===== src/rtl/regfile_wb_arbiter_if.sv =====
// Bundle of writeback, secondary-result, issue and decode-snoop signals
// shared between the pipeline/long-latency unit and the write-port arbiter.
interface regfile_wb_arbiter_if #(
  parameter int ADDR_W = 5,
  parameter int DATA_W = 32
);
  logic              p_we;
  logic [ADDR_W-1:0] p_waddr;
  logic [DATA_W-1:0] p_wdata;

  logic              s_valid;
  logic [ADDR_W-1:0] s_waddr;
  logic [DATA_W-1:0] s_wdata;
  logic              s_ready;

  logic              iss_valid;
  logic [ADDR_W-1:0] iss_waddr;

  logic              re1;
  logic [ADDR_W-1:0] raddr1;
  logic              re2;
  logic [ADDR_W-1:0] raddr2;

  logic              stall_req;
  logic              hold_req;
  logic              collision_err;

  logic              we;
  logic [ADDR_W-1:0] waddr;
  logic [DATA_W-1:0] wdata;

  modport master (
    output p_we, p_waddr, p_wdata,
    output s_valid, s_waddr, s_wdata,
    input  s_ready,
    output iss_valid, iss_waddr,
    output re1, raddr1, re2, raddr2,
    input  stall_req, hold_req, collision_err,
    input  we, waddr, wdata
  );

  modport slave (
    input  p_we, p_waddr, p_wdata,
    input  s_valid, s_waddr, s_wdata,
    output s_ready,
    input  iss_valid, iss_waddr,
    input  re1, raddr1, re2, raddr2,
    output stall_req, hold_req, collision_err,
    output we, waddr, wdata
  );
endinterface


===== src/rtl/regfile_wb_arbiter.sv =====
// Register-file write-port arbiter: primary writeback always wins, secondary
// results queue in a 2-entry FIFO, with anti-starvation hold and busy scoreboard.
module regfile_wb_arbiter #(
  parameter int ADDR_W     = 5,
  parameter int DATA_W     = 32,
  parameter int NREG       = 32,
  parameter int STARVE_MAX = 4
) (
  input logic                clk,
  input logic                rst,
  input logic                rdy,
  regfile_wb_arbiter_if.slave bus
);
  localparam int CNT_W = $clog2(STARVE_MAX + 1);

  logic [ADDR_W-1:0] fifo_addr [2];
  logic [DATA_W-1:0] fifo_data [2];
  logic              rd_ptr;
  logic              wr_ptr;
  logic [1:0]        count;
  logic [CNT_W-1:0]  starve_cnt;
  logic              hold_q;
  logic              coll_q;
  logic [NREG-1:0]   busy;
  logic [NREG-1:0]   busy_m;

  logic              empty;
  logic              full;
  logic              s_ready_int;
  logic              stall_int;
  logic              push;
  logic              pop;
  logic              iss_acc;
  logic [ADDR_W-1:0] head_addr;
  logic [DATA_W-1:0] head_data;

  assign empty       = (count == 2'd0);
  assign full        = (count == 2'd2);
  assign head_addr   = fifo_addr[rd_ptr];
  assign head_data   = fifo_data[rd_ptr];
  assign s_ready_int = rdy & ~full & ~rst;
  assign push        = bus.s_valid & s_ready_int;
  assign pop         = rdy & ~rst & ~bus.p_we & ~empty;
  assign iss_acc     = rdy & bus.iss_valid & ~stall_int & (bus.iss_waddr != '0);

  assign bus.s_ready       = s_ready_int;
  assign bus.stall_req     = stall_int;
  assign bus.hold_req      = hold_q;
  assign bus.collision_err = coll_q;

  // With rdy low the head is not presented, so we simply mirrors p_we.
  always_comb begin
    bus.we    = 1'b0;
    bus.waddr = '0;
    bus.wdata = '0;
    if (!rst) begin
      if (bus.p_we) begin
        bus.we    = 1'b1;
        bus.waddr = bus.p_waddr;
        bus.wdata = bus.p_wdata;
      end else if (rdy && !empty) begin
        bus.we    = 1'b1;
        bus.waddr = head_addr;
        bus.wdata = head_data;
      end
    end
  end

  // The register being written by a pop this cycle is forwarded by the
  // register file, so it no longer counts as a hazard.
  always_comb begin
    busy_m    = '0;
    stall_int = 1'b0;
    for (int unsigned i = 0; i < NREG; i++) begin
      busy_m[i] = busy[i] & ~(pop && (head_addr == ADDR_W'(i)));
    end
    for (int unsigned i = 0; i < NREG; i++) begin
      if (busy_m[i]) begin
        if (bus.re1 && (bus.raddr1 == ADDR_W'(i)))       stall_int = 1'b1;
        if (bus.re2 && (bus.raddr2 == ADDR_W'(i)))       stall_int = 1'b1;
        if (bus.iss_valid && (bus.iss_waddr == ADDR_W'(i))) stall_int = 1'b1;
      end
    end
  end

  always_ff @(posedge clk or posedge rst) begin
    if (rst) begin
      for (int unsigned i = 0; i < 2; i++) begin
        fifo_addr[i] <= '0;
        fifo_data[i] <= '0;
      end
      rd_ptr     <= 1'b0;
      wr_ptr     <= 1'b0;
      count      <= '0;
      starve_cnt <= '0;
      hold_q     <= 1'b0;
      coll_q     <= 1'b0;
      busy       <= '0;
    end else if (rdy) begin
      if (push) begin
        fifo_addr[wr_ptr] <= bus.s_waddr;
        fifo_data[wr_ptr] <= bus.s_wdata;
        wr_ptr            <= ~wr_ptr;
      end
      if (pop) rd_ptr <= ~rd_ptr;
      count <= count + {1'b0, push} - {1'b0, pop};

      // hold rises on the same edge the counter reaches its limit, so the
      // head waits STARVE_MAX lost cycles plus the one hold cycle.
      if (pop) begin
        starve_cnt <= '0;
        hold_q     <= 1'b0;
      end else if (!empty && bus.p_we && (starve_cnt != CNT_W'(STARVE_MAX))) begin
        starve_cnt <= starve_cnt + CNT_W'(1);
        if (starve_cnt == CNT_W'(STARVE_MAX - 1)) hold_q <= 1'b1;
      end

      coll_q <= hold_q & bus.p_we;

      busy[0] <= 1'b0;
      for (int unsigned i = 1; i < NREG; i++) begin
        if (iss_acc && (bus.iss_waddr == ADDR_W'(i)))
          busy[i] <= 1'b1;
        else if (pop && (head_addr == ADDR_W'(i)))
          busy[i] <= 1'b0;
      end
    end else begin
      coll_q <= 1'b0;
    end
  end
endmodule


===== src/flat_wrapper.sv =====
// flat-port wrapper written by rule: the top's interface ports become plain ports
module regfile_wb_arbiter_flat 
#(
  parameter int ADDR_W     = 5,
  parameter int DATA_W     = 32,
  parameter int NREG       = 32,
  parameter int STARVE_MAX = 4
)
  (clk, rst, rdy, bus_p_we, bus_p_waddr, bus_p_wdata, bus_s_valid, bus_s_waddr, bus_s_wdata, bus_s_ready, bus_iss_valid, bus_iss_waddr, bus_re1, bus_raddr1, bus_re2, bus_raddr2, bus_stall_req, bus_hold_req, bus_collision_err, bus_we, bus_waddr, bus_wdata);
  regfile_wb_arbiter_if #(.ADDR_W(ADDR_W), .DATA_W(DATA_W)) bus_i ();
  input logic clk;
  input logic rst;
  input logic rdy;
  input wire logic [$bits(bus_i.p_we)-1:0] bus_p_we;
  input wire logic [$bits(bus_i.p_waddr)-1:0] bus_p_waddr;
  input wire logic [$bits(bus_i.p_wdata)-1:0] bus_p_wdata;
  input wire logic [$bits(bus_i.s_valid)-1:0] bus_s_valid;
  input wire logic [$bits(bus_i.s_waddr)-1:0] bus_s_waddr;
  input wire logic [$bits(bus_i.s_wdata)-1:0] bus_s_wdata;
  output wire logic [$bits(bus_i.s_ready)-1:0] bus_s_ready;
  input wire logic [$bits(bus_i.iss_valid)-1:0] bus_iss_valid;
  input wire logic [$bits(bus_i.iss_waddr)-1:0] bus_iss_waddr;
  input wire logic [$bits(bus_i.re1)-1:0] bus_re1;
  input wire logic [$bits(bus_i.raddr1)-1:0] bus_raddr1;
  input wire logic [$bits(bus_i.re2)-1:0] bus_re2;
  input wire logic [$bits(bus_i.raddr2)-1:0] bus_raddr2;
  output wire logic [$bits(bus_i.stall_req)-1:0] bus_stall_req;
  output wire logic [$bits(bus_i.hold_req)-1:0] bus_hold_req;
  output wire logic [$bits(bus_i.collision_err)-1:0] bus_collision_err;
  output wire logic [$bits(bus_i.we)-1:0] bus_we;
  output wire logic [$bits(bus_i.waddr)-1:0] bus_waddr;
  output wire logic [$bits(bus_i.wdata)-1:0] bus_wdata;
  assign bus_i.p_we = bus_p_we;
  assign bus_i.p_waddr = bus_p_waddr;
  assign bus_i.p_wdata = bus_p_wdata;
  assign bus_i.s_valid = bus_s_valid;
  assign bus_i.s_waddr = bus_s_waddr;
  assign bus_i.s_wdata = bus_s_wdata;
  assign bus_s_ready = bus_i.s_ready;
  assign bus_i.iss_valid = bus_iss_valid;
  assign bus_i.iss_waddr = bus_iss_waddr;
  assign bus_i.re1 = bus_re1;
  assign bus_i.raddr1 = bus_raddr1;
  assign bus_i.re2 = bus_re2;
  assign bus_i.raddr2 = bus_raddr2;
  assign bus_stall_req = bus_i.stall_req;
  assign bus_hold_req = bus_i.hold_req;
  assign bus_collision_err = bus_i.collision_err;
  assign bus_we = bus_i.we;
  assign bus_waddr = bus_i.waddr;
  assign bus_wdata = bus_i.wdata;
  regfile_wb_arbiter #(.ADDR_W(ADDR_W), .DATA_W(DATA_W), .NREG(NREG), .STARVE_MAX(STARVE_MAX)) u_core (.clk(clk), .rst(rst), .rdy(rdy), .bus(bus_i));
endmodule

===== config.mk =====
export PLATFORM = sky130hd
export DESIGN_NAME = regfile_wb_arbiter_flat
export DESIGN_NICKNAME = d
export VERILOG_FILES = /design/src/rtl/regfile_wb_arbiter_if.sv /design/src/rtl/regfile_wb_arbiter.sv /design/src/flat_wrapper.sv
export SDC_FILE = /design/constraint.sdc
export NUM_CORES = 1
export LEC_CHECK = 0
export CORE_AREA = 2 2 126 128
export CTS_BUF_LIST = sky130_fd_sc_hd__clkbuf_2 sky130_fd_sc_hd__clkbuf_4 sky130_fd_sc_hd__clkbuf_8
export DETAILED_ROUTE_END_ITERATION = 8
export DIE_AREA = 0 0 128 130
export PLACE_DENSITY = 0.72
export SYNTH_ARGS = -nofsm -noshare
export SYNTH_HDL_FRONTEND = slang
export SYNTH_SLANG_ARGS = --single-unit

===== constraint.sdc =====
create_clock -name clk -period 4.65 [get_ports clk]
set_input_delay 0.6975 -clock clk [delete_from_list [all_inputs] [get_ports clk]]
set_output_delay 0.6975 -clock clk [all_outputs]
set_load 0.02 [all_outputs]

run_1/placed.png
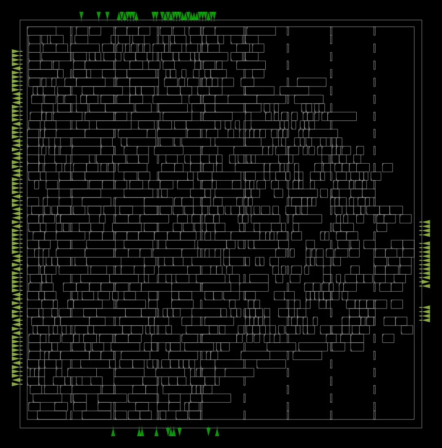
std cell rows: 46
post-layout util: 57.8%
Seq area share: 32.0%

run_1/m1.png
(4 px per µm) Supply wires on this layer in gray. Cells faint in the background.
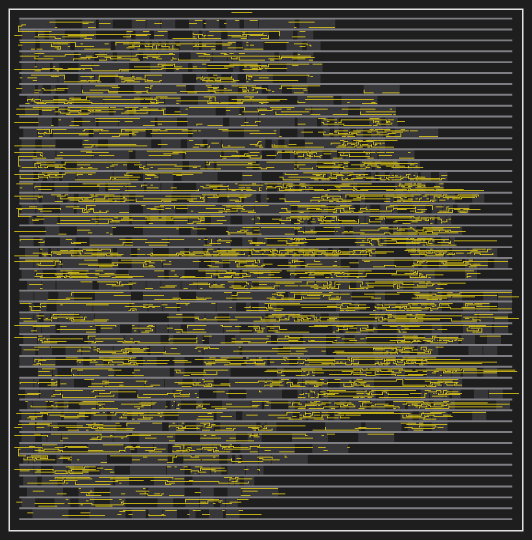
share of all routed wire	43%
nets with wire on the layer	872
DR vias: 6382
GR Util met1: 33.3%
Post-Route WL: 20.4 mm

run_1/sizing.png
(3 px per µm)
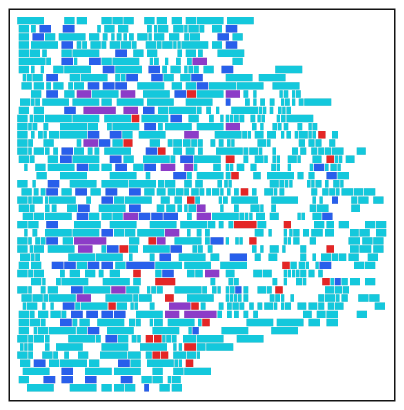
size	color	cells
x3 and x4	red	31
x1 and smaller	cyan	734
x2	blue	91
x6 and larger	purple	24
Area Overhead vs Synth: 28.9%
buffers outside the clock class: 159
final worst setup slack: 314 ps
Design Area, Final: 0.00892 mm²

run_1/util_map.png
(3 px per µm) 13 x 13 tiles, from dark blue (low) to red (high), 0 to 100% covered.
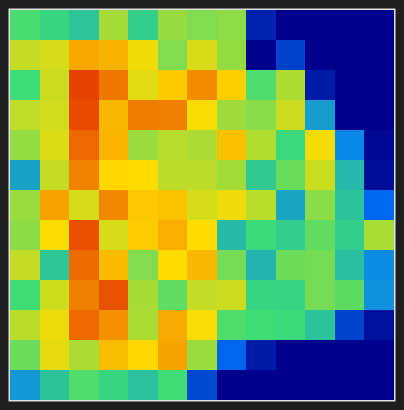
fullest tile	92%
nearly empty tiles	14%
emptiest ninth of the die	north-east
tiles over 75% full	21%
mean over tiles	52%

run 1: worst max-delay path, delay by kind of cell:
kind | cells | cell delay [ps]
buffers and inverters | 2 | 1120
AOI/OAI and AO/OA | 3 | 990
and+or+nand+nor | 3 | 830
run 1: cell usage in the layout, fill, tap and decap left out, drive strengths merged, types with 5 or more instances in the layout:
cell and n:
o21ai 70, a21oi 41, mux2i 37, nand2 35, and3b 6, o221ai 19
buf 22, nor2 109, o22ai 27, nand4bb 6, nor3b 7, inv 11
or4bb 5, mux2 75, o211ai 7, clkdlybuf4s50 137, dfrtp 114, nand2b 5
clkbuf 17, nand3 10, clkinv 6, nand4b 10, nor3 40, ha 5
o31ai 6
run 1: power by group:
group / internal (mW) / total (mW) / switching [mW]
clock: 0.534 / 0.965 / 0.432
combinational: 0.795 / 1.67 / 0.872
sequential: 1.43 / 1.72 / 0.286
total: 2.76 / 4.35 / 1.59
run 1: sequential cells by signal, summed over array words and instances (netlist names):
register	flops
u_core.rd_ptr	1
u_core.wr_ptr	1
u_core.starve_cnt	3
u_core.bus.collision_err	1
u_core.fifo_data	64
u_core.busy	31
u_core.fifo_addr	10
u_core.bus.hold_req	1
u_core.count	2
run 1: cells by family after synthesis:
family	share of synthesized area (%)
flip-flops	41.2
adder cells (fa/ha/maj)	0.904
multiplexers	17.6
buffers and inverters	3.56
AND/OR/NAND/NOR	20.4
XOR/XNOR	0.506
AND-OR/OR-AND	15.8
run 1: what timing repair did:
action / 4_1_cts / 5_1_grt
setup buffers: 0 / 2
setup endpoints to repair: 0 / 1
hold buffers: 0 / 0
run 1: stage by stage:
step	worst slack [ps]	cell area, µm²	total power, mW	utilization (%)	instances
after floorplan	696	6930	2.83	-	739
after global placement	217	8490	3.33	55.1	1039
after detailed placement	186	8490	3.38	55.1	1039
after CTS	191	8910	4.37	57.7	1070
after global routing	13.1	8920	4.64	57.8	1072
final	314	8920	4.35	57.8	1072
run 1: worst min-delay path by stage:
stage / to / depth (start not counted)
2_1_floorplan: u_core.count[1] / 1
3_3_place_gp: u_core.fifo_data[20] / 1
3_5_place_dp: u_core.busy[26] / 2
4_1_cts: u_core.count[1] / 1
5_1_grt: u_core.fifo_data[55] / 1
6_report: u_core.fifo_data[41] / 1
run 1: per-layer routing:
layer	global-route usage, %	vias up
met4	9.37	0
met2	40.1	297
met3	6.52	38
li1	-	2984
met5	0	-
met1	33.3	3063
run 1: cell type report:
cell class                 instances  area [µm²]  area share [%]
clock buffer                      17         234            2.62
clock inverter                    14         180            2.02
inverter                           9        37.5           0.421
multi-input combinational        567        3830            42.9
sequential                       114        2850            32.0
tap                              192         240            2.69
timing repair buffer             159        1550            17.3
==> impl_metrics.ini, run 1 <==
; physical design summary
[outcome]
status = completed

[die]
die_x_um = 128
chipArea_mm2 = 0.0166
initial_core_util_pct = 44.9
ios = 139
coreArea_mm2 = 0.0154
die_h_um = 130

[layout]
diodes = 0
finalNetCount = 970
drive_above_1_share_pct = 16.6
fill_cells = 1354

[detailed_routing]
m1WireLength_mm = 8.78
dr.first_iter.drc_count = 496
wl_met3_mm = 1.73
wl_per_cell_um = 19.0
postRouteAntennaNets = 0
drc = 0
dr_wl_met2_mm = 9.38
via_per_inst = 5.95
top_layer = met4
first_pass_iters = 7

[grt]
grt_usage_pct = 25.2
antenna_found_initial = 0
grt_remaining_overflow = 0
grt_pass1_vias = 6249
grt_pass1_wl_mm = 33.2
grt_max_degree = 84

[sta]
setup_tns_ps = 0
fmax_mhz = 231
period_used_pct = 93.2
setup_violations = 0
skew_ps = 17.0
maxSlewHeadroom_pct = 28.7
drv_slew = 0
worstMarginPinSlew_ps = 1070
hold_slack_ps = 508
min_period_ps = 4340
rsz0062_at_grt = no
timing_hold_violations_final = 0

[yosys]
synth_area_mm2 = 0.00692
synth_top_area_share_pct = 41.2
yosysWarningCount = 0
synth.top_cells.by_count = dfrtp_1 (114), nor2_1 (109), mux2_2 (75), a21oi_1 (41), nor3_1 (40)
ys.flops = 114
synth_cells = 739
yosysSeqAreaShare_pct = 41.2
synth_top_flop_cell = dfrtp_1
syn_nets = 841
synth_cell_type_count = 52
async_reset_ff_share_pct = 100
ys_chip_area_mm2 = 0.00692
enable_flop_cells = 0
synth.yosys.num_cells = 739
syn_area_per_cell_um2 = 9.37
yosysTopAreaCell = dfrtp_1
yosysMostFrequentCell = dfrtp_1
netlist_top_cells_area = dfrtp_1 (41%), mux2_2 (12%), nor2_1 (5.9%), mux2i_1 (5.2%), a21oi_1 (3.0%)

[worst_hold_path]
hold_path.class = reg -> reg
hold_path.startpoint = u_core.fifo_data[41]

[setup_path]
rr_worst_depth = 8
cp_common_cell = clkdlybuf4s50_1
worstSetupPathType = in -> out
critPathSlowestCell = clkdlybuf4s50_1
cp_cell_sequence = clkdlybuf4s50_1, nor3b_4, o211ai_1, o31ai_1, o221ai_1, nor4_4, nand3_1, clkdlybuf4s50_1
crit_required_ps = 3950
worstSetupEndpointType = primary output
arrival_ps = 3640
r2r_start = u_core.rd_ptr
critPathMaxFanout = 9
regToRegSetupSlack_ps = 1590
cp-start-kind = input pin
cpPeakStageDelay_ps = 600
rr_endpoint = u_core.busy[19]
cp-endpoint = bus_stall_req
startpoint = rdy

[place]
post-dp-hpwl_mm = 14.5
port_buffers = 138
routabilityCongestion = 0.975

[cts]
cts_tree = built
cts.sinks = 114
clockBufferDepth = 2
clk_pin_slew_worst_paths_ps = 80
clock-root-buffer = clkbuf_8
clock_latency_ps = 440
htree_levels = 4
cts-buffers-inserted = 17
cts_resized = 0

[power]
p_per_area_mw_per_mm2 = 488
ir_drop_mv = 0.256
p_leak_nw = 3.49

[job]
cap_violations = 0
warnings = 27
==> inputs of run 2 (changes only) <==
Settings changed: CORE_AREA 2 2 126 128 to 5 5 129 131, DIE_AREA 0 0 128 130 to 0 0 134 136, SETUP_SLACK_MARGIN from default to 0.15.
==> run 2 against run 1 <==
Design area down 0.11%; routed wire length is 3.5% higher; sequential cell count stayed put; non-clock buffer count is the same; critical path type unchanged; clock skew shrank 3.7 ps; power is 0.19% lower; clock-buffer cell count rose by 2; maximum frequency up 0.36%.
==> impl_metrics.ini, run 2 <==
; physical design summary
[layout]
combGateArea_mm2 = 0.00383
largest_reg_flops = 64
diodes = 0
syn_to_final_growth_pct = 28.8
top_regs = u_core.fifo_data x64, u_core.busy x31, u_core.fifo_addr x10
fill_cells = 1330
lay_top_count = clkdlybuf4s50_1
regArea_mm2 = 0.00285
finalNetCount = 970
stdcell_count = 1073
lay_top_cells = clkdlybuf4s50_1 (137), dfrtp_1 (113), nor2_1 (108)
drive_above_1_share_pct = 16.9
largest_register = u_core.fifo_data

[detailed_routing]
dr_wl_met2_mm = 9.69
vias = 6418
first_pass_iters = 5
m1WireLength_mm = 9.20
wl_met3_mm = 1.72
top_layer = met5
drc = 0
dr.first_iter.drc_count = 496
via_per_inst = 5.98

[sta]
min_period_ps = 4320
setup_tns_ps = 0
period_used_pct = 92.9
drv_slew = 0
worstMarginPinSlew_ps = 890
setup_ws_ps = 330
fmax_mhz = 231
skew_ps = 13.3
setup_violations = 0
timing_hold_violations_final = 0
rsz0062_at_grt = no

[outcome]
status = completed

[power]
ir_drop_mv = 0.265
switching_share_pct = 36.8
p_per_area_mw_per_mm2 = 487
p_leak_nw = 3.49
comb_power_share_pct = 38.4
p_sw_mw = 1.60
clkPwrFrac_pct = 22.0
sequentialPowerShare_pct = 39.6
p_int_mw = 2.74

[grt]
grt_remaining_overflow = 0
grt_pass1_wl_mm = 34.4
antenna_found_initial = 1
grt_pass1_vias = 6479
grt_usage_pct = 23.5

[yosys]
async_reset_ff_share_pct = 100
synth.yosys.num_cells = 739
synth_area_mm2 = 0.00692
yosysTopAreaCell = dfrtp_1
synth_cells = 739
synth_cell_type_count = 52
yosysWarningCount = 0
yosysMostFrequentCell = dfrtp_1
enable_flop_cells = 0
syn_nets = 841
netlist_top_cells_area = dfrtp_1 (41%), mux2_2 (12%), nor2_1 (5.9%), mux2i_1 (5.2%), a21oi_1 (3.0%)
synth.top_cells.by_count = dfrtp_1 (114), nor2_1 (109), mux2_2 (75), a21oi_1 (41), nor3_1 (40)
ys_chip_area_mm2 = 0.00692

[setup_path]
rr_worst_depth = 9
crit_required_ps = 3950
rr_endpoint = u_core.busy[6]
critPathSlowestCell = clkdlybuf4s50_1
cp-start-kind = input pin
arrival_ps = 3620
worstSetupEndpointType = primary output
cpPeakStageDelay_ps = 660
worstSetupPathType = in -> out
startpoint = bus_iss_waddr[0]
critPathMaxFanout = 17
r2r_start = u_core.rd_ptr
cp_cell_sequence = clkdlybuf4s50_1, nor4b_1, buf_4, a222oi_1, o221ai_1, nor4_1, nand3_1, clkdlybuf4s50_1

[place]
routabilityCongestion = 0.993
pre_cts_ws_ps = 152
post-dp-hpwl_mm = 15.1

[cts]
cts_tree = built
clock-root-buffer = clkbuf_8
cts-buffers-inserted = 17
clockBufferDepth = 2
clk_pin_slew_worst_paths_ps = 70
htree_levels = 4
cts.sinks = 114
clock_latency_ps = 430

[die]
coreArea_mm2 = 0.0155
die_h_um = 136
chipArea_mm2 = 0.0182
initial_core_util_pct = 44.7
ios = 139
die_x_um = 134

[job]
cap_violations = 0
warnings = 27
==> run 2: cell counts after synthesis <==
Identical to the previous run, type by type.
==> run 2: area by class of cell <==
cell class / count / share of cell area, %
clock buffers: 19 / 2.93
well taps: 192 / 2.70
inverters: 9 / 0.421
clock inverters: 13 / 1.68
flip-flops and latches: 114 / 32.0
multi-input cells: 567 / 43.0
repair buffers: 159 / 17.2
==> run 2: routing by layer <==
metal,track usage [%],up-vias
met1,31.9,3066
met5,0,-
met2,36.9,314
met3,6.25,48
met4,7.31,2
li1,-,2988
==> run 2: worst min-delay path by stage <==
| stage | to | start | depth (start not counted) |
|---|---|---|---|
| 6_report | u_core.count[1] | u_core.count[1] | 1 |
| 4_1_cts | u_core.count[1] | u_core.count[1] | 1 |
| 5_1_grt | u_core.fifo_data[33] | u_core.fifo_data[33] | 1 |
| 3_3_place_gp | u_core.count[1] | u_core.count[1] | 1 |
| 2_1_floorplan | u_core.count[1] | u_core.count[1] | 1 |
| 3_5_place_dp | u_core.count[1] | u_core.count[1] | 1 |
==> run 2: timing repair <==
action	4_1_cts	5_1_grt
setup buffers	2	0
gates resized	0	1
pin swaps	1	0
endpoints found under the setup margin	1	1
hold buffers	0	0
==> run 2: worst max-delay path: cells and delay by family <==
| kind | cells | cell delay [ps] |
|---|---|---|
| compound gates | 2 | 590 |
| buf+inv | 3 | 1440 |
| simple gates | 3 | 900 |
==> run 2: kinds of logic after synthesis <==
group,share of synthesized area [%]
xor+xnor,0.506
mux,17.6
flops,41.2
fa+ha+maj,0.904
compound gates,15.8
buf+inv,3.56
simple gates,20.4
==> run 2: stage by stage <==
stage | hold slack (ps) | instance area, µm²
CTS | 502 | 8910
floorplan | 459 | 6930
global route | 514 | 8910
finish | 503 | 8910
global placement | 484 | 8480
detailed placement | 489 | 8480
==> run 2: power by group through the flow <==
stage / sequential [mW] / clock, mW / combinational, mW
floorplan: 1.62 / 0 / 1.21
global placement: 1.71 / 0 / 1.62
detailed placement: 1.72 / 0 / 1.66
CTS: 1.71 / 0.967 / 1.67
global route: 1.77 / 1.02 / 1.83
finish: 1.72 / 0.955 / 1.67
run_2/util_map.png
(3 px per µm) 13 x 14 tiles, from dark blue (low) to red (high), 0 to 100% covered.
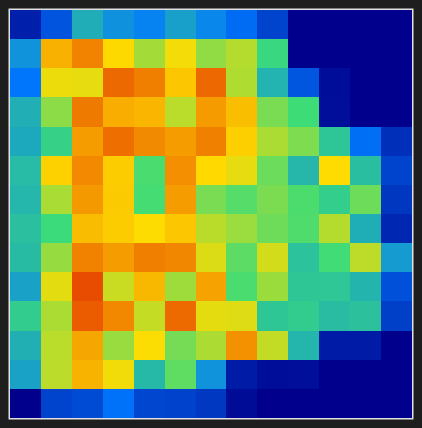
mean over tiles	48%
tiles over 75% full	23%
fullest tile	91%
nearly empty tiles	12%
emptiest ninth of the die	north-east

run_2/sizing.png
(3 px per µm)
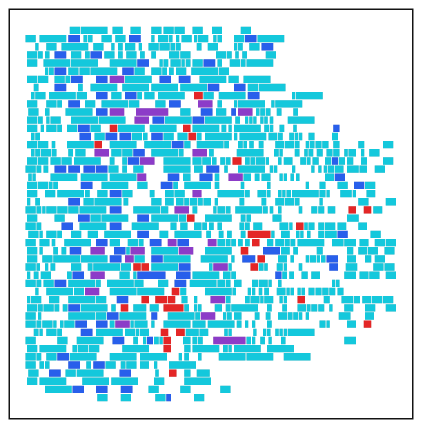
size	color	cells
x1 and smaller	cyan	732
x2	blue	93
x6 and larger	purple	26
x3 and x4	red	30

==> inputs of run 3 (changes only) <==
Settings changed: CAP_MARGIN from default to 20.
==> run 3 against run 2 <==
Register-to-register slack barely moved; core utilization did not move; clock skew did not move; clock-buffer cell count did not move; global-route usage did not move; via count did not move; synthesized cell count did not move; routed wire length did not move; clock power barely moved; critical path type unchanged; critical endpoint unchanged; highest routed layer unchanged.
==> impl_metrics.ini, run 3 <==
; physical design summary
[cts]
cts_tree = built
clk_pin_slew_worst_paths_ps = 70
clockBufferDepth = 2
cts-buffers-inserted = 17
clock-root-buffer = clkbuf_8
clock_latency_ps = 430
htree_levels = 4

[grt]
grt_max_degree = 79
grt_usage_pct = 23.5
antenna_found_initial = 1
grt_pass1_wl_mm = 34.4
grt_remaining_overflow = 0
grt_pass1_vias = 6479

[power]
clkPwrFrac_pct = 22.0
p_int_mw = 2.74
p_leak_nw = 3.49
sequentialPowerShare_pct = 39.6
p_sw_mw = 1.60
ir_drop_mv = 0.265
switching_share_pct = 36.8
comb_power_share_pct = 38.4
p_per_area_mw_per_mm2 = 487

[detailed_routing]
wl_per_cell_um = 19.7
drc = 0
vias = 6418
drt-total-wl_mm = 21.1
postRouteAntennaNets = 0
first_pass_iters = 5
via_per_inst = 5.98

[yosys]
yosysMostFrequentCell = dfrtp_1
syn_nets = 841
enable_flop_cells = 0
syn_area_per_cell_um2 = 9.37
synth_area_mm2 = 0.00692
yosysTopAreaCell = dfrtp_1
synth_top_area_share_pct = 41.2
synth_cells = 739
synth_cell_type_count = 52
yosysSeqAreaShare_pct = 41.2
ys_chip_area_mm2 = 0.00692
yosysWarningCount = 0
synth_top_flop_cell = dfrtp_1
synth.top_cells.by_count = dfrtp_1 (114), nor2_1 (109), mux2_2 (75), a21oi_1 (41), nor3_1 (40)
ys.flops = 114
async_reset_ff_share_pct = 100
synth.yosys.num_cells = 739
netlist_top_cells_area = dfrtp_1 (41%), mux2_2 (12%), nor2_1 (5.9%), mux2i_1 (5.2%), a21oi_1 (3.0%)

[place]
port_buffers = 138
post-dp-hpwl_mm = 15.1
place_area_mm2 = 0.00848
routabilityCongestion = 0.993

[die]
initial_core_util_pct = 44.7
chipArea_mm2 = 0.0182
die_h_um = 136
rows = 46

[setup_path]
cp-start-kind = input pin
worstSetupEndpointType = primary output
critPathMaxFanout = 17
crit_required_ps = 3950
worstSetupPathType = in -> out

[sta]
min_period_ps = 4320
worstMarginPinSlew_ps = 890
period_used_pct = 92.9
skew_ps = 13.3
setup_violations = 0
rsz0062_at_grt = no
fmax_mhz = 231
timing_hold_violations_final = 0
maxSlewHeadroom_pct = 40.0
setup_tns_ps = 0

[layout]
lay_top_count = clkdlybuf4s50_1
lay_top_cells = clkdlybuf4s50_1 (137), dfrtp_1 (113), nor2_1 (108)
drive_above_1_share_pct = 16.9
top_regs = u_core.fifo_data x64, u_core.busy x31, u_core.fifo_addr x10
largest_register = u_core.fifo_data
largest_reg_flops = 64
diodes = 0

[job]
cap_violations = 0
warnings = 27

[outcome]
status = completed
-- run 3: cell counts after synthesis --
No cell type changed its count.
-- run 3: routing by layer --
layer,wire (µm),part of all wire [%],GRT usage [%],vias to the layer above
met5,11,0.052,0,-
met4,482,2.3,7.31,2
met3,1720,8.2,6.25,48
met2,9690,46,36.9,314
met1,9200,44,31.9,3066
li1,-,-,-,2988
-- run 3: cell type report --
| cell class | instances | area [µm²] |
|---|---|---|
| fill | 1330 | 6570 |
| multi-input combinational | 567 | 3830 |
| sequential | 114 | 2850 |
| timing repair buffer | 159 | 1530 |
| clock buffer | 19 | 262 |
| tap | 192 | 240 |
| clock inverter | 13 | 150 |
| inverter | 9 | 37.5 |
-- run 3: what timing repair did --
| item | CTS | global route |
|---|---|---|
| endpoints found under the setup margin | 1 | 1 |
| setup buffers | 2 | 0 |
| pin swaps | 1 | 0 |
| gates resized | 0 | 1 |
-- run 3: cell families after synthesis --
kind of cell	synth area share, %
multiplexers	17.6
XOR/XNOR	0.506
flip-flops	41.2
buffers and inverters	3.56
AND-OR/OR-AND	15.8
AND/OR/NAND/NOR	20.4
adder cells (fa/ha/maj)	0.904
-- run 3: final timing paths --
| path | endpoint | slack (ps) | depth (start not counted) | startpoint |
|---|---|---|---|---|
| setup / recovery | bus_stall_req | 330 | 8 | bus_iss_waddr[0] |
| hold / removal | u_core.count[1] | 500 | 1 | u_core.count[1] |
| setup reg to reg | u_core.busy[6] | 1540 | 9 | u_core.rd_ptr |
| hold reg to reg | u_core.count[1] | 500 | 1 | u_core.count[1] |
| max in group asynchronous | u_core.rd_ptr | 2200 | 5 | rst |
| min in group asynchronous | u_core.fifo_data[4] | 1240 | 4 | rst |
-- run 3: worst max-delay path: stages --
cell and delay [ps]:
clkdlybuf4s50_1 660, nor4b_1 270, buf_4 180, a222oi_1 390, o221ai_1 200, nor4_1 400
nand3_1 230, clkdlybuf4s50_1 600
-- run 3: metrics by stage --
| step | hold WS [ps] | worst slack, ps | power [mW] | cells |
|---|---|---|---|---|
| 5_1_grt | 514 | 150 | 4.63 | 1073 |
| 2_1_floorplan | 459 | 696 | 2.83 | 739 |
| 3_3_place_gp | 484 | 265 | 3.34 | 1039 |
| 6_report | 503 | 330 | 4.34 | 1073 |
| 4_1_cts | 502 | 332 | 4.35 | 1073 |
| 3_5_place_dp | 489 | 152 | 3.38 | 1039 |
-- run 3: power by group through the flow --
stage,Combinational [mW],Sequential [mW],Clock (mW)
3_5_place_dp,1.66,1.72,0
4_1_cts,1.67,1.71,0.967
5_1_grt,1.83,1.77,1.02
6_report,1.67,1.72,0.955
3_3_place_gp,1.62,1.71,0
2_1_floorplan,1.21,1.62,0
run_3/placed.png
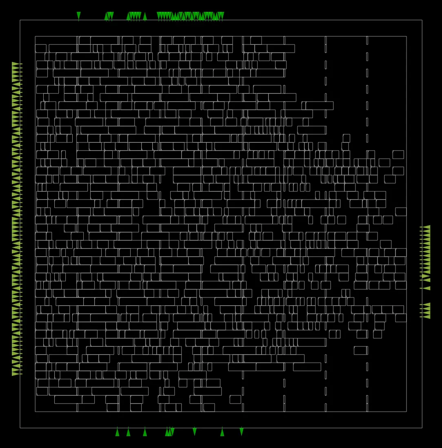
area of the core: 0.0155 mm²
post-layout util: 57.6%
Seq area share: 32.0%

run_3/sizing.png
(3 px per µm)
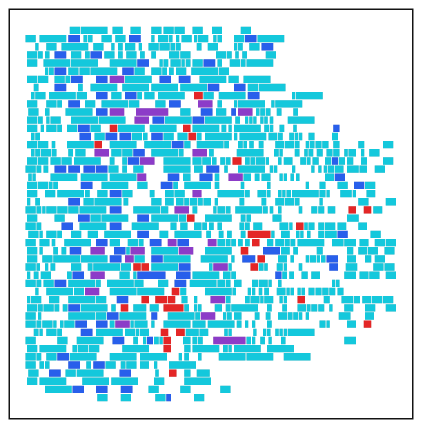
size	color	cells
x1 and smaller	cyan	732
x6 and larger	purple	26
x3 and x4	red	30
x2	blue	93
Design Area, Final: 0.00891 mm²
final worst setup slack: 330 ps
Area Overhead vs Synth: 28.8%

Power and IR drop assume default switching activity.
